--- src/rtl/io_map_pkg.sv ---
// io_map_pkg: shared region codes, IO register offsets and status bit positions
package io_map_pkg;
  typedef enum logic [1:0] {RGN_NONE, RGN_DMEM, RGN_IMEM, RGN_IO} region_e;
  localparam logic [3:0] IO_BASE = 4'h8;
  localparam logic [4:0] OFF_TX_STAT = 5'h00;
  localparam logic [4:0] OFF_RX_STAT = 5'h04;
  localparam logic [4:0] OFF_TX_DATA = 5'h08;
  localparam logic [4:0] OFF_RX_DATA = 5'h0C;
  localparam logic [4:0] OFF_CYCLE   = 5'h10;
  localparam logic [4:0] OFF_INSTR   = 5'h14;
  localparam logic [4:0] OFF_CNT_CLR = 5'h18;
  localparam logic [4:0] OFF_STATUS  = 5'h1C;
  localparam int ST_TX_OVF = 0;
  localparam int ST_RX_UDF = 1;
  // DMEM wins over IMEM when both low-order region bits are set
  function automatic region_e decode_region(input logic [3:0] a);
    return a[3] ? ((a == IO_BASE) ? RGN_IO : RGN_NONE) :
           a[0] ? RGN_DMEM : a[1] ? RGN_IMEM : RGN_NONE;
  endfunction
endpackage

--- src/rtl/sync_fifo.sv ---
// sync_fifo: single-clock FIFO; pushes when full and pops when empty are ignored
module sync_fifo #(
  parameter int WIDTH = 8,
  parameter int DEPTH = 8
) (
  input  logic                     clk,
  input  logic                     rst_n,
  input  logic                     push,
  input  logic [WIDTH-1:0]         din,
  input  logic                     pop,
  output logic [WIDTH-1:0]         dout,
  output logic                     full,
  output logic                     empty,
  output logic [$clog2(DEPTH):0]   count
);
  localparam int AW = $clog2(DEPTH);
  localparam int CW = AW + 1;
  logic [WIDTH-1:0] mem [DEPTH];
  logic [AW-1:0] wr_ptr, rd_ptr;
  logic do_push, do_pop;
  assign full = count == CW'(DEPTH);
  assign empty = count == '0;
  assign do_push = push && !full;
  assign do_pop = pop && !empty;
  assign dout = mem[rd_ptr];
  always_ff @(posedge clk or negedge rst_n)
    if (!rst_n) begin
      wr_ptr <= '0;
      rd_ptr <= '0;
      count <= '0;
    end else begin
      if (do_push) wr_ptr <= wr_ptr + AW'(1);
      if (do_pop) rd_ptr <= rd_ptr + AW'(1);
      count <= count + CW'(do_push) - CW'(do_pop);
    end
  always_ff @(posedge clk)
    if (do_push) mem[wr_ptr] <= din;
endmodule

--- src/rtl/mmio_uart_bridge.sv ---
// mmio_uart_bridge: memory-stage address decode plus UART FIFOs, counters and status
module mmio_uart_bridge
  import io_map_pkg::*;
#(
  parameter int FIFO_DEPTH = 8,
  parameter int CNT_W = 32
) (
  input  logic        clk,
  input  logic        rst_n,
  input  logic [31:0] MemAddr,
  input  logic        MemRead,
  input  logic        MemWrite,
  input  logic [3:0]  StoreMask,
  input  logic [31:0] StoreData,
  input  logic        InstrRetired,
  output logic [3:0]  StoreMaskDMEM,
  output logic [3:0]  StoreMaskIMEM,
  output logic        LoadSelIO,
  output logic [31:0] IoRdData,
  output logic [7:0]  TxData,
  output logic        TxValid,
  input  logic        TxReady,
  input  logic [7:0]  RxData,
  input  logic        RxValid,
  output logic        RxReady
);
  localparam int QW = $clog2(FIFO_DEPTH) + 1;
  region_e rgn;
  logic [4:0] off;
  logic io_rd, io_wr, tx_push, rx_pop, cnt_clr, w1c;
  logic tx_full, tx_empty, rx_full, rx_empty, tx_ovf, rx_udf;
  logic [QW-1:0] tx_count, rx_count;
  logic [7:0] rx_head;
  logic [CNT_W-1:0] cyc, ins;
  logic [31:0] rd_val;
  logic unused_bits;
  assign unused_bits = ^{MemAddr[27:5], StoreData[31:8]};
  assign rgn = decode_region(MemAddr[31:28]);
  assign off = MemAddr[4:0];
  assign StoreMaskDMEM = (MemWrite && rgn == RGN_DMEM) ? StoreMask : 4'b0000;
  assign StoreMaskIMEM = (MemWrite && rgn == RGN_IMEM) ? StoreMask : 4'b0000;
  assign io_rd = MemRead && rgn == RGN_IO;
  assign io_wr = MemWrite && rgn == RGN_IO;
  assign tx_push = io_wr && off == OFF_TX_DATA;
  assign rx_pop = io_rd && off == OFF_RX_DATA;
  assign cnt_clr = io_wr && off == OFF_CNT_CLR;
  assign w1c = io_wr && off == OFF_STATUS;
  assign TxValid = !tx_empty;
  assign RxReady = !rx_full;
  sync_fifo #(.WIDTH(8), .DEPTH(FIFO_DEPTH)) u_tx (
    .clk(clk), .rst_n(rst_n), .push(tx_push), .din(StoreData[7:0]),
    .pop(TxValid && TxReady), .dout(TxData), .full(tx_full), .empty(tx_empty), .count(tx_count)
  );
  sync_fifo #(.WIDTH(8), .DEPTH(FIFO_DEPTH)) u_rx (
    .clk(clk), .rst_n(rst_n), .push(RxValid && RxReady), .din(RxData),
    .pop(rx_pop), .dout(rx_head), .full(rx_full), .empty(rx_empty), .count(rx_count)
  );
  always_comb
    rd_val = (off == OFF_TX_STAT) ? {31'b0, !tx_full} :
             (off == OFF_RX_STAT) ? {31'b0, !rx_empty} :
             (off == OFF_RX_DATA) ? (rx_empty ? 32'b0 : {24'b0, rx_head}) :
             (off == OFF_CYCLE)   ? 32'(cyc) :
             (off == OFF_INSTR)   ? 32'(ins) :
             (off == OFF_STATUS)  ? {8'b0, 8'(rx_count), 8'(tx_count), 6'b0, rx_udf, tx_ovf} :
             32'b0;
  // sticky flags take this cycle's set first, then a same-cycle W1C wins
  always_ff @(posedge clk or negedge rst_n)
    if (!rst_n) begin
      LoadSelIO <= 1'b0;
      IoRdData <= '0;
      cyc <= '0;
      ins <= '0;
      tx_ovf <= 1'b0;
      rx_udf <= 1'b0;
    end else begin
      LoadSelIO <= io_rd;
      if (io_rd) IoRdData <= rd_val;
      cyc <= cnt_clr ? '0 : cyc + CNT_W'(1);
      ins <= cnt_clr ? '0 : ins + CNT_W'(InstrRetired);
      tx_ovf <= (tx_ovf | (tx_push && tx_full)) & !(w1c && StoreData[ST_TX_OVF]);
      rx_udf <= (rx_udf | (rx_pop && rx_empty)) & !(w1c && StoreData[ST_RX_UDF]);
    end
endmodule
--- config.mk ---
export PLATFORM = sky130hd
export DESIGN_NAME = mmio_uart_bridge
export DESIGN_NICKNAME = d
export VERILOG_FILES = /design/src/rtl/io_map_pkg.sv /design/src/rtl/sync_fifo.sv /design/src/rtl/mmio_uart_bridge.sv
export SDC_FILE = /design/constraint.sdc
export NUM_CORES = 1
export LEC_CHECK = 0
export CELL_PAD_IN_SITES_DETAIL_PLACEMENT = 0
export CELL_PAD_IN_SITES_GLOBAL_PLACEMENT = 1
export CORE_ASPECT_RATIO = 2
export CORE_UTILIZATION = 46
export DETAILED_ROUTE_END_ITERATION = 6
export HOLD_SLACK_MARGIN = 0.15
export PLACE_DENSITY_LB_ADDON = 0.1
export SLEW_MARGIN = 20
export SYNTH_ARGS = -nofsm -noshare
export SYNTH_HDL_FRONTEND = slang
export SYNTH_SLANG_ARGS = --single-unit
--- constraint.sdc ---
create_clock -name clk -period 3.03 [get_ports clk]
set_input_delay 0.303 -clock clk [delete_from_list [all_inputs] [get_ports clk]]
set_output_delay 0.303 -clock clk [all_outputs]
set_load 0.005 [all_outputs]
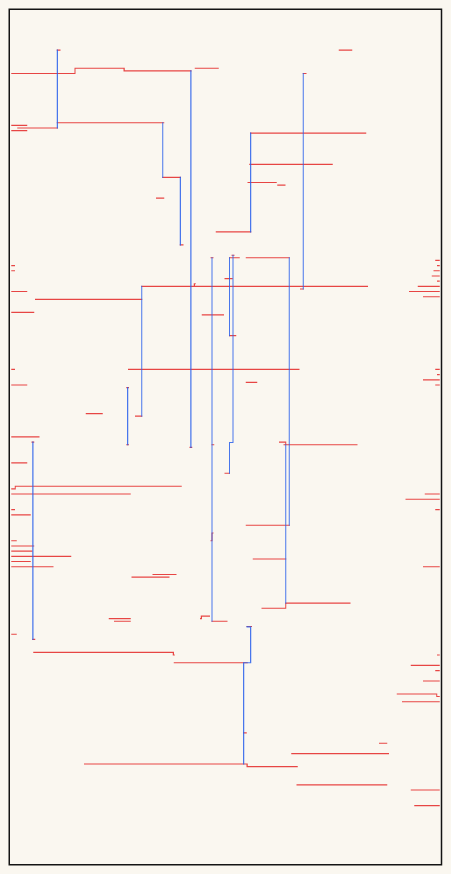
Figure 1: run 1, routed metal, one color a layer.
Only two layers are drawn.
| color | layer | wire length |
|---|---|---|
| red | metal 3 | 862 µm |
| blue | metal 4 | 658 µm |
GRT Total Usage: 0.222
Routed wire per std cell: 20.9 µm

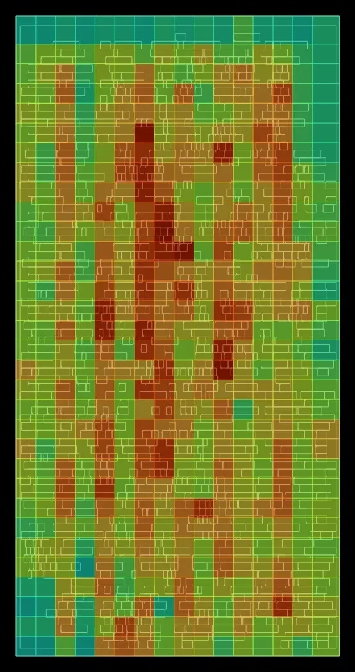
Figure 2: run 1, routing congestion.
Util after Layout: 0.557
met1 usage: 0.228
met2 usage: 0.450
busiest layer in global routing: met2
met3 Track Usage GR: 0.0273

==> flow_metrics.tcl, run 1 <==
# metrics dict for downstream scripts
set metrics [dict create \
    dp_slack_ns 0.130 \
    max-vdd-ir-drop_mv 0.629 \
    placed_area_mm2 0.0126 \
    grt_max_degree 79 \
    drt_iter0_drc 415 \
    root_buffer "clkbuf_16" \
    die_area_mm2 0.0252 \
    drv_cap 0 \
    edf_count 128 \
    tool_warnings 75 \
    hp-class "in2async" \
    die_h_um 224 \
    post-route-min-period_ns 2.90 \
    vias_per_cell 5.78 \
    cp_max_fo 16 \
    final_cell_count_no_fill 1274 \
    fin_setup_tns_ns 0 \
    final_cell_mix "128 x edfxtp_1, 119 x dfrtp_1, 84 x clkdlybuf4s50_1, 81 x nand2_1, 42 x o31ai_1" \
    clk_pin_slew_worst_paths_ns 0.07 \
    grt_pass1_wl_um 42600 \
    slew_headroom 0.472 \
    antenna_found_initial 0 \
    finalInstanceArea_mm2 0.0134 \
    r2r_start "ins[0]" \
    clock.latency.late_pin_ns 0.54 \
    yosys_cells 869 \
    path_class "reg2out" \
    setup_violations 0 \
    ant_nets 0 \
    synth-seq-cells 247 \
    syn_inst 869 \
    status "finished clean" \
    rsz0062_at_grt "no" \
    first_pass_iters 4 \
    rr_worst_depth 6 \
    area_growth_pct 18.3 \
    cts_tree "done" \
    drt_wl_total_um 26700 \
    die_w_um 113 \
    row_count 80 \
    p_per_area_mw_per_mm2 665 \
    startpoint_type "flop" \
    num_io_pins 134 \
    lay_top_count "edfxtp_1" \
    place.gp.congestion 0.799 \
    timing.rr.end "ins[26]" \
    synth_area_mm2 0.0113 \
    syn_nets 973 \
    drive_gt1_frac 0.139 \
    fmax_ghz 0.345 \
    cts_made_buffers 23 \
    fp_util 0.471 \
    yosys.cell_types.count 53 \
    grt_pass1_vias 7778 \
    power_leakage_uw 0.00502 \
    worst_slack_ns 0.133 \
    post_cts.repair.setup_buffers 0 \
    ys.flop_type "edfxtp_1" \
    ctsLongestPathBuffers 3 \
    nNetsFinal 1074 \
    coreArea_mm2 0.0240 \
    drc 0 \
    yosys_warnings 0 \
    whs_ns 0.312 \
    worst_ep_required_time_ns 2.73 \
    n_antenna_cell 0 \
    clock_skew_ns 0.0126 \
    hold_viol 0 \
    postSynthSeqShare 0.603 \
    synthArstFlopShare 0.482 \
    num_vias 7362 \
    period_used_share 0.956 \
    grt-ovfl-total 0 \
    hold_buffers 1 \
    clock-sinks 247 \
    maxSlewViolCount 0 \
    place.port_buffers 86 \
    dp_hpwl_um 19200 \
    r2r_setup_slack_ns 0.52 \
    htreeDepth 1 \
    place_inst 1231 \
    tightest_slew_ns 0.785 \
    worstPathArrival_ns 2.59 \
    cp-end-kind "output pin" \
    ys_area_mm2 0.0113 \
    syn_avg_cell_area_um2 13.0 \
    cts_resized 0 \
]
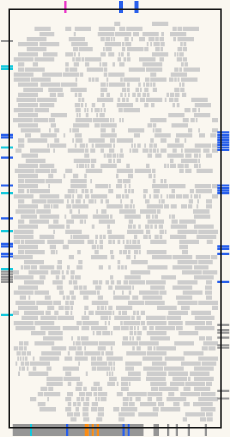
Figure 3: run 1, I/O pins on the die edge.
Pins as bars across the die edge, other pins in gray.
| color | port | pins | direction | edge |
|---|---|---|---|---|
| magenta | `InstrRetired` | 1 | input | top |
| cyan | `RxData` | 8 | input | 7 left, 1 bottom |
| blue | `IoRdData` | 32 | output | 16 right, 9 left, 4 top, 3 bottom |
| orange | `StoreMaskIMEM` | 4 | output | bottom |
all pins by edge: 83 bottom, 24 right, 22 left, 5 top

## run 1: area by class of cell
type                            instances  area [µm²]
Clock inverter                         14         124
Sequential cell                       247        6820
Clock buffer                           28         624
Tap cell                              287         359
Inverter                               30         113
Timing Repair Buffer                  122        1150
Multi-Input combinational cell        546        4180
Fill cell                            2069       10600
## run 1: cells in the mapped netlist (15+ instances only)
| cell | number | area, µm² |
|---|---|---|
| edfxtp_1 | 128 | 3840 |
| nand4_1 | 15 | 93.8 |
| or4_1 | 20 | 150 |
| nor2_1 | 39 | 146 |
| a21oi_1 | 40 | 200 |
| xnor2_1 | 21 | 184 |
| dfrtp_1 | 119 | 2980 |
| inv_1 | 29 | 109 |
| mux4_2 | 32 | 721 |
| ha_1 | 19 | 238 |
| o31ai_1 | 42 | 315 |
| mux2_2 | 18 | 203 |
| nand2b_1 | 17 | 106 |
| clkbuf_1 | 37 | 139 |
| and2_1 | 20 | 125 |
| nand2_1 | 82 | 308 |
| mux2i_1 | 32 | 320 |
| nor3_1 | 19 | 95.1 |
| nand3_1 | 27 | 135 |
## run 1: worst max-delay path, stage by stage, from the launching register on
cell,delay [ns]
dfrtp_1,0.40
buf_4,0.34
mux4_2,0.55
mux2_2,0.30
clkdlybuf4s50_1,0.46
## run 1: power by group
| part | total (µW) | leakage, µW | switching (µW) | internal (µW) |
|---|---|---|---|---|
| registers | 4320 | 0.00274 | 421 | 3900 |
| logic | 1670 | 0.00192 | 743 | 931 |
| clock network | 2900 | 0.000364 | 1330 | 1580 |
| total | 8900 | 0.00502 | 2490 | 6410 |
## run 1: routing by layer
layer	routed length, µm	GRT usage	share of wire	vias up
li1	-	-	-	3473
met1	9380	0.228	0.35	3724
met2	15800	0.450	0.59	129
met3	861	0.0273	0.032	36
met4	657	0.0710	0.025	0
met5	0	0	0	-
## run 1: registers in the layout, indices dropped and copies added (netlist names), 4 cells and up
register and cells:
u_tx.mem 64, u_tx.count 4, IoRdData 32, u_rx.count 4, cyc 32, u_rx.mem 64
ins 32
## run 1: metrics by stage
stage          total power (µW)  utilization
3_5_place_dp               6110        0.525
3_3_place_gp               6030        0.525
5_1_grt                    9330        0.557
6_report                   8900        0.557
2_1_floorplan              5340            -
4_1_cts                    9020        0.557
## run 1: worst max path at each step
| stage | startpoint | endpoint | slack, ns | cells after the start |
|---|---|---|---|---|
| floorplan | MemAddr[31] | u_rx.count[2] | 0.54 | 11 |
| global placement | MemAddr[1] | u_tx.count[1] | 0.20 | 9 |
| detailed placement | MemAddr[1] | u_tx.count[2] | 0.13 | 9 |
| CTS | u_tx.rd_ptr[0] | TxData[1] | 0.08 | 4 |
| global route | u_tx.rd_ptr[0] | TxData[1] | 0.02 | 4 |
| finish | u_tx.rd_ptr[0] | TxData[1] | 0.13 | 4 |
## run 1: kinds of logic after synthesis
logic type                 share of synthesized area
DFF                                            0.603
muxes                                          0.110
and+or+nand+nor                                0.139
xor gates and xnor gates                      0.0263
adders and majority gates                     0.0246
AOI/OAI and AO/OA                             0.0693
buffers and inverters                         0.0271
==> run 2, diff against run 1 <==
--- a/config.mk
+++ b/config.mk
@@ -8,6 +8,7 @@
 export CELL_PAD_IN_SITES_DETAIL_PLACEMENT = 0
 export CELL_PAD_IN_SITES_GLOBAL_PLACEMENT = 1
 export CORE_ASPECT_RATIO = 2
+export CORE_MARGIN = 4
 export CORE_UTILIZATION = 46
 export DETAILED_ROUTE_END_ITERATION = 6
 export HOLD_SLACK_MARGIN = 0.15
==> run 2 against run 1 <==
Effect of this change: synthesized area did not move; sequential power about the same; fmax increased by 2.2%; via count fell by 0.58%; largest cell class unchanged; hold slack lost 0.082 ns; register-to-register slack worse by 0.09 ns; clock power decreased by 3%; combinational power hardly changed; largest power group unchanged; first-iteration DRC count down 3.4%.
==> flow_metrics.tcl, run 2 <==
# metrics dict for downstream scripts
set metrics [dict create \
    drv_cap 0 \
    synthArstFlopShare 0.482 \
    postSynthSeqShare 0.603 \
    row_count 80 \
    path_class "reg2out" \
    n_antenna_cell 0 \
    grt_max_degree 61 \
    first_pass_iters 6 \
    slew_headroom 0.484 \
    root_buffer "clkbuf_16" \
    drc 0 \
    status "finished clean" \
    ctsLongestPathBuffers 3 \
    yosysTopAreaCellShare 0.340 \
    hold_viol 0 \
    fmax_ghz 0.353 \
    most_common_cell "edfxtp_1" \
    startpoint "u_tx.rd_ptr[0]" \
    clock-sinks 247 \
    drt_iter0_drc 401 \
    yosys_warnings 0 \
    synth.top_cells.by_area "edfxtp_1 34%, dfrtp_1 26%, mux4_2 6.4%" \
    fin_util 0.555 \
    syn_inst 869 \
    vias_per_cell 5.76 \
    maxSlewViolCount 0 \
    lay_top_count "edfxtp_1" \
    ys_area_mm2 0.0113 \
    ant_nets 0 \
    grt_pass1_vias 7811 \
    clock_skew_ns 0.00962 \
    cp-end-kind "output pin" \
    cts_resized 0 \
    max-vdd-ir-drop_mv 0.551 \
    comb_power_share 0.192 \
    wl_met1_um 9600 \
    post-route-min-period_ns 2.83 \
    cts_made_buffers 22 \
    p_sw_uw 2400 \
    synth_area_mm2 0.0113 \
    dr.max_layer_used "met4" \
    post_cts.repair.setup_buffers 0 \
    fp_util 0.471 \
    tightest_slew_ns 0.774 \
    drt_wl_total_um 26800 \
    dr_wl_met2_um 15400 \
    cp_max_fo 14 \
    grt-ovfl-total 0 \
    cts_tree "done" \
    die_area_mm2 0.0273 \
    hold_buffers 1 \
    p_per_area_mw_per_mm2 662 \
    dp_hpwl_um 19500 \
    internal_power_uw 6430 \
    startpoint_type "flop" \
    tool_warnings 75 \
    nNetsFinal 1072 \
    period_used_share 0.936 \
    worstPathArrival_ns 2.53 \
    antenna_found_initial 0 \
    post_drt_wl_per_cell_um 21.0 \
    yosys_cells 869 \
    fin_setup_tns_ns 0 \
    power_frac_seq 0.491 \
    hp-class "in2async" \
    syn_avg_cell_area_um2 13.0 \
    p_clk_frac 0.317 \
    ys.flop_type "edfxtp_1" \
    final_cell_mix "128 x edfxtp_1, 119 x dfrtp_1, 84 x clkdlybuf4s50_1, 81 x nand2_1, 42 x o31ai_1" \
    place.port_buffers 86 \
    num_io_pins 134 \
    wl_met3_um 895 \
    clock.latency.late_pin_ns 0.52 \
    yosys.cell_types.count 53 \
    die_h_um 230 \
    drive_gt1_frac 0.131 \
    coreArea_mm2 0.0240 \
    edf_count 128 \
    htreeDepth 1 \
    die_w_um 119 \
    place.gp.congestion 0.794 \
    r2r_start "ins[0]" \
    clk_pin_slew_worst_paths_ns 0.06 \
    power_leakage_uw 0.00498 \
    area_growth_pct 18.0 \
    reg_top3 "u_rx.mem (64), u_tx.mem (64)" \
    synth-seq-cells 247 \
    yosysTopAreaCell "edfxtp_1" \
    rsz0062_at_grt "no" \
    worst_ep_required_time_ns 2.73 \
    syn_nets 973 \
    p_sw_frac 0.272 \
    num-fill-cells 2024 \
    setup_violations 0 \
    synthTopCellsByCount "128 x edfxtp_1, 119 x dfrtp_1, 82 x nand2_1, 42 x o31ai_1, 40 x a21oi_1" \
    grt_pass1_wl_um 42500 \
]
==> run 2: logic make-up after synthesis <==
kind of cell,after synthesis,synth area share
AOI/OAI and AO/OA,120,0.0693
xor gates and xnor gates,34,0.0263
adders and majority gates,21,0.0246
buffers and inverters,76,0.0271
DFF,247,0.603
muxes,82,0.110
and+or+nand+nor,289,0.139
==> run 2: area by class of cell <==
| type | count | area (µm²) | share of cell area |
|---|---|---|---|
| Multi-Input combinational cell | 546 | 4180 | 0.314 |
| Clock buffer | 28 | 604 | 0.0453 |
| Sequential cell | 247 | 6820 | 0.511 |
| Inverter | 30 | 113 | 0.00844 |
| Tap cell | 287 | 359 | 0.0269 |
| Timing Repair Buffer | 121 | 1140 | 0.0857 |
| Clock inverter | 12 | 114 | 0.00854 |
==> run 2: worst paths after layout <==
path	depth (start not counted)	end	slack [ns]
max	4	TxData[2]	0.20
min	2	u_tx.rd_ptr[2]	0.23
max reg2reg	6	ins[20]	0.43
min reg2reg	2	IoRdData[26]	0.47
max in group asynchronous	3	IoRdData[14]	1.95
min in group clk	3	u_tx.rd_ptr[2]	0.42
==> run 2: power by group through the flow <==
stage	Clock (µW)	Combinational, µW	Sequential (µW)
after floorplan	0	1160	4170
after global placement	0	1660	4380
after detailed placement	0	1730	4410
after CTS	2890	1740	4350
after global routing	3030	1890	4380
final	2800	1690	4330
==> run 2: routing by layer <==
layer  vias up  global-route usage
li1       3459                   -
met2       113               0.387
met5         -                   0
met4         0              0.0725
met1      3710               0.211
met3        37              0.0271
==> run 2: stage by stage <==
step           area, µm²  hold slack [ns]  total power [µW]  std cells  setup slack (ns)
6_report           13300            0.230              8830       1271             0.195
3_3_place_gp       12600            0.215              6040       1230             0.181
3_5_place_dp       12600            0.221              6140       1230            0.0708
2_1_floorplan      11300          0.00741              5340        869             0.538
4_1_cts            13300            0.220              8970       1271             0.123
5_1_grt            13300            0.246              9310       1271            0.0801
==> run 2: critical path, stage by stage, from the launching register on <==
cell             delay, ns
dfrtp_1               0.53
buf_12                0.22
mux4_2                0.53
mux2_2                0.28
clkdlybuf4s50_1       0.45
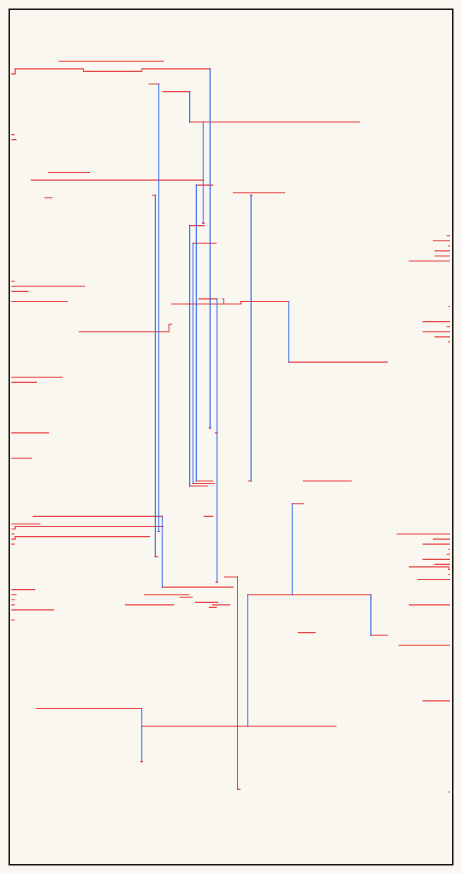
Figure 4: run 2, routed metal, one color a layer.
Only two layers are drawn.
| color | layer | wire length |
|---|---|---|
| red | metal 3 | 895 µm |
| blue | metal 4 | 894 µm |
vias post-DR: 7,319
GRT Total Usage: 0.197

==> run 3, diff against run 2 <==
--- a/config.mk
+++ b/config.mk
@@ -5,6 +5,7 @@
 export SDC_FILE = /design/constraint.sdc
 export NUM_CORES = 1
 export LEC_CHECK = 0
+export CAP_MARGIN = 10
 export CELL_PAD_IN_SITES_DETAIL_PLACEMENT = 0
 export CELL_PAD_IN_SITES_GLOBAL_PLACEMENT = 1
 export CORE_ASPECT_RATIO = 2
==> run 3 against run 2 <==
Effect of this change: clock skew unchanged; clock-buffer cell count is the same; critical path depth stayed put; global-route usage unchanged; combinational power hardly changed; largest power group unchanged; die size is the same; total power unchanged; sequential share of layout area unchanged; hold slack unchanged; routed wire length is the same; critical path type unchanged; fmax unchanged; utilization did not move.
==> flow_metrics.tcl, run 3 <==
# metrics dict for downstream scripts
set metrics [dict create \
    grt_usage 0.197 \
    antenna_found_initial 0 \
    maxSlewViolCount 0 \
    clock.latency.late_pin_ns 0.52 \
    worstPathArrival_ns 2.53 \
    nNetsFinal 1072 \
    cts_resized 0 \
    ys_area_mm2 0.0113 \
    synthTopCellsByCount "128 x edfxtp_1, 119 x dfrtp_1, 82 x nand2_1, 42 x o31ai_1, 40 x a21oi_1" \
    first_pass_iters 6 \
    status "finished clean" \
    final_cell_mix "128 x edfxtp_1, 119 x dfrtp_1, 84 x clkdlybuf4s50_1, 81 x nand2_1, 42 x o31ai_1" \
    htreeDepth 1 \
    cts_tree "done" \
    post-route-min-period_ns 2.83 \
    yosysTopAreaCell "edfxtp_1" \
    die_w_um 119 \
    yosys.cell_types.count 53 \
    area_growth_pct 18.0 \
    drv_cap 0 \
    grt_pass1_wl_um 42500 \
    syn_avg_cell_area_um2 13.0 \
    most_common_cell "edfxtp_1" \
    coreArea_mm2 0.0240 \
    synth-seq-cells 247 \
    dp_hpwl_um 19500 \
    period_used_share 0.936 \
    cpMaxStageDelayCell "dfrtp_1" \
    dr.max_layer_used "met4" \
    comb_area_mm2 0.00418 \
    clock_skew_ns 0.00962 \
    lay_top_count "edfxtp_1" \
    tightest_slew_ns 0.774 \
    row_count 80 \
    whs_ns 0.230 \
    path_class "reg2out" \
    die_h_um 230 \
    syn_inst 869 \
    synthArstFlopShare 0.482 \
    synth_area_mm2 0.0113 \
    ys.flop_type "edfxtp_1" \
    tool_warnings 75 \
    p_per_area_mw_per_mm2 662 \
    n_antenna_cell 0 \
    seq_area_mm2 0.00682 \
    fp_util 0.471 \
    place.gp.congestion 0.794 \
    grt_pass1_vias 7811 \
    post_cts.repair.setup_buffers 0 \
    drc 0 \
    slew_headroom 0.484 \
    dr_wl_met2_um 15400 \
    die_area_mm2 0.0273 \
    num_io_pins 134 \
    root_buffer "clkbuf_16" \
    grt_max_degree 61 \
    yosysTopAreaCellShare 0.340 \
    num-fill-cells 2024 \
    worst_ep_required_time_ns 2.73 \
    cp-end-kind "output pin" \
    clock-sinks 247 \
    wl_met1_um 9600 \
    vias_per_cell 5.76 \
    fin_util 0.555 \
    ctsLongestPathBuffers 3 \
    grt-ovfl-total 0 \
    postSynthSeqShare 0.603 \
    startpoint_type "flop" \
    hold_viol 0 \
    drt_iter0_drc 401 \
    fmax_ghz 0.353 \
    clk_pin_slew_worst_paths_ns 0.06 \
    hold_buffers 1 \
    ant_nets 0 \
    wl_met3_um 895 \
    rsz0062_at_grt "no" \
    place.port_buffers 86 \
    num_vias 7319 \
    power_leakage_uw 0.00498 \
]
-- run 3: cell counts in the layout (fill, tap and decap cells not counted) --
No cell type changed its count.
-- run 3: cell type report --
type | count | area share
multi-input combinational | 546 | 0.314
clock inverter | 12 | 0.00854
tap | 287 | 0.0269
clock buffer | 28 | 0.0453
sequential | 247 | 0.511
inverter | 30 | 0.00844
timing repair buffer | 121 | 0.0857
-- run 3: worst paths after layout --
| check | startpoint | endpoint | cells past startpoint |
|---|---|---|---|
| setup / recovery | u_tx.rd_ptr[0] | TxData[2] | 4 |
| hold / removal | rst_n | u_tx.rd_ptr[2] | 2 |
| setup reg to reg | ins[0] | ins[20] | 6 |
| hold reg to reg | IoRdData[26] | IoRdData[26] | 2 |
| max in group asynchronous | rst_n | IoRdData[14] | 3 |
| min in group clk | TxReady | u_tx.rd_ptr[2] | 3 |
-- run 3: stage by stage --
step                setup slack (ns)  std cells  power (µW)  area (µm²)
floorplan                      0.538        869        5340       11300
global placement               0.181       1230        6040       12600
detailed placement            0.0708       1230        6140       12600
CTS                            0.123       1271        8970       13300
global route                  0.0801       1271        9310       13300
finish                         0.195       1271        8830       13300
-- run 3: cells by family (layout without fill, tap and decap cells) --
kind of cell    count (synthesis)  count (layout)  synth area share
compound gates                120             120            0.0693
xor+xnor                       34              34            0.0263
fa+ha+maj                      21              21            0.0246
buf+inv                        76             191            0.0271
flops                         247             247             0.603
mux                            82              82             0.110
simple gates                  289             289             0.139
-- run 3: worst max-delay path, delay by kind of cell, from the launching register on --
kind                   cells  cell delay (ns)
muxes                      2             0.81
buffers and inverters      2             0.67
DFF                        1             0.53
-- run 3: layer usage --
metal | global-route usage | vias up
met1 | 0.211 | 3710
met5 | 0 | -
met2 | 0.387 | 113
li1 | - | 3459
met4 | 0.0725 | 0
met3 | 0.0271 | 37
-- run 3: where the power goes --
part | internal, µW | total [µW] | switching [µW]
clock network | 1580 | 2800 | 1220
registers | 3900 | 4330 | 436
logic | 951 | 1690 | 743
total | 6430 | 8830 | 2400
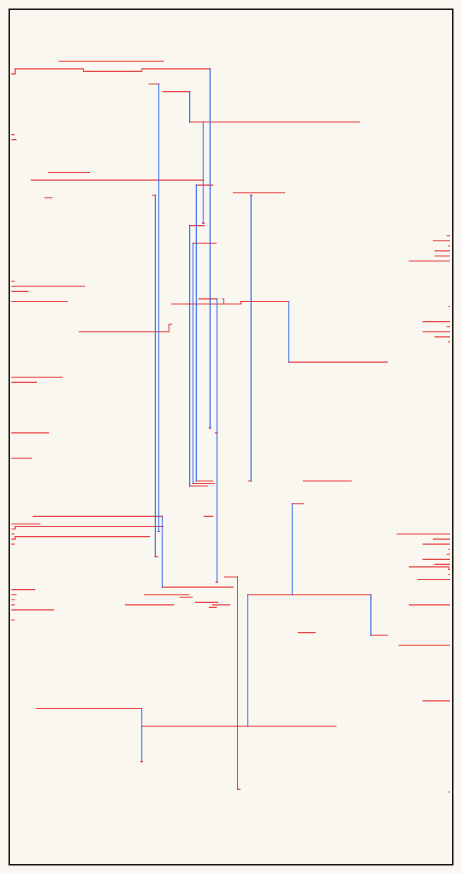
Figure 5: run 3, routed metal, one color a layer.
Only two layers are drawn.
| color | layer | wire length |
|---|---|---|
| blue | metal 4 | 894 µm |
| red | metal 3 | 895 µm |
routed wire length: 26,800 µm
Routed wire per std cell: 21.0 µm

Power and IR drop assume default switching activity.
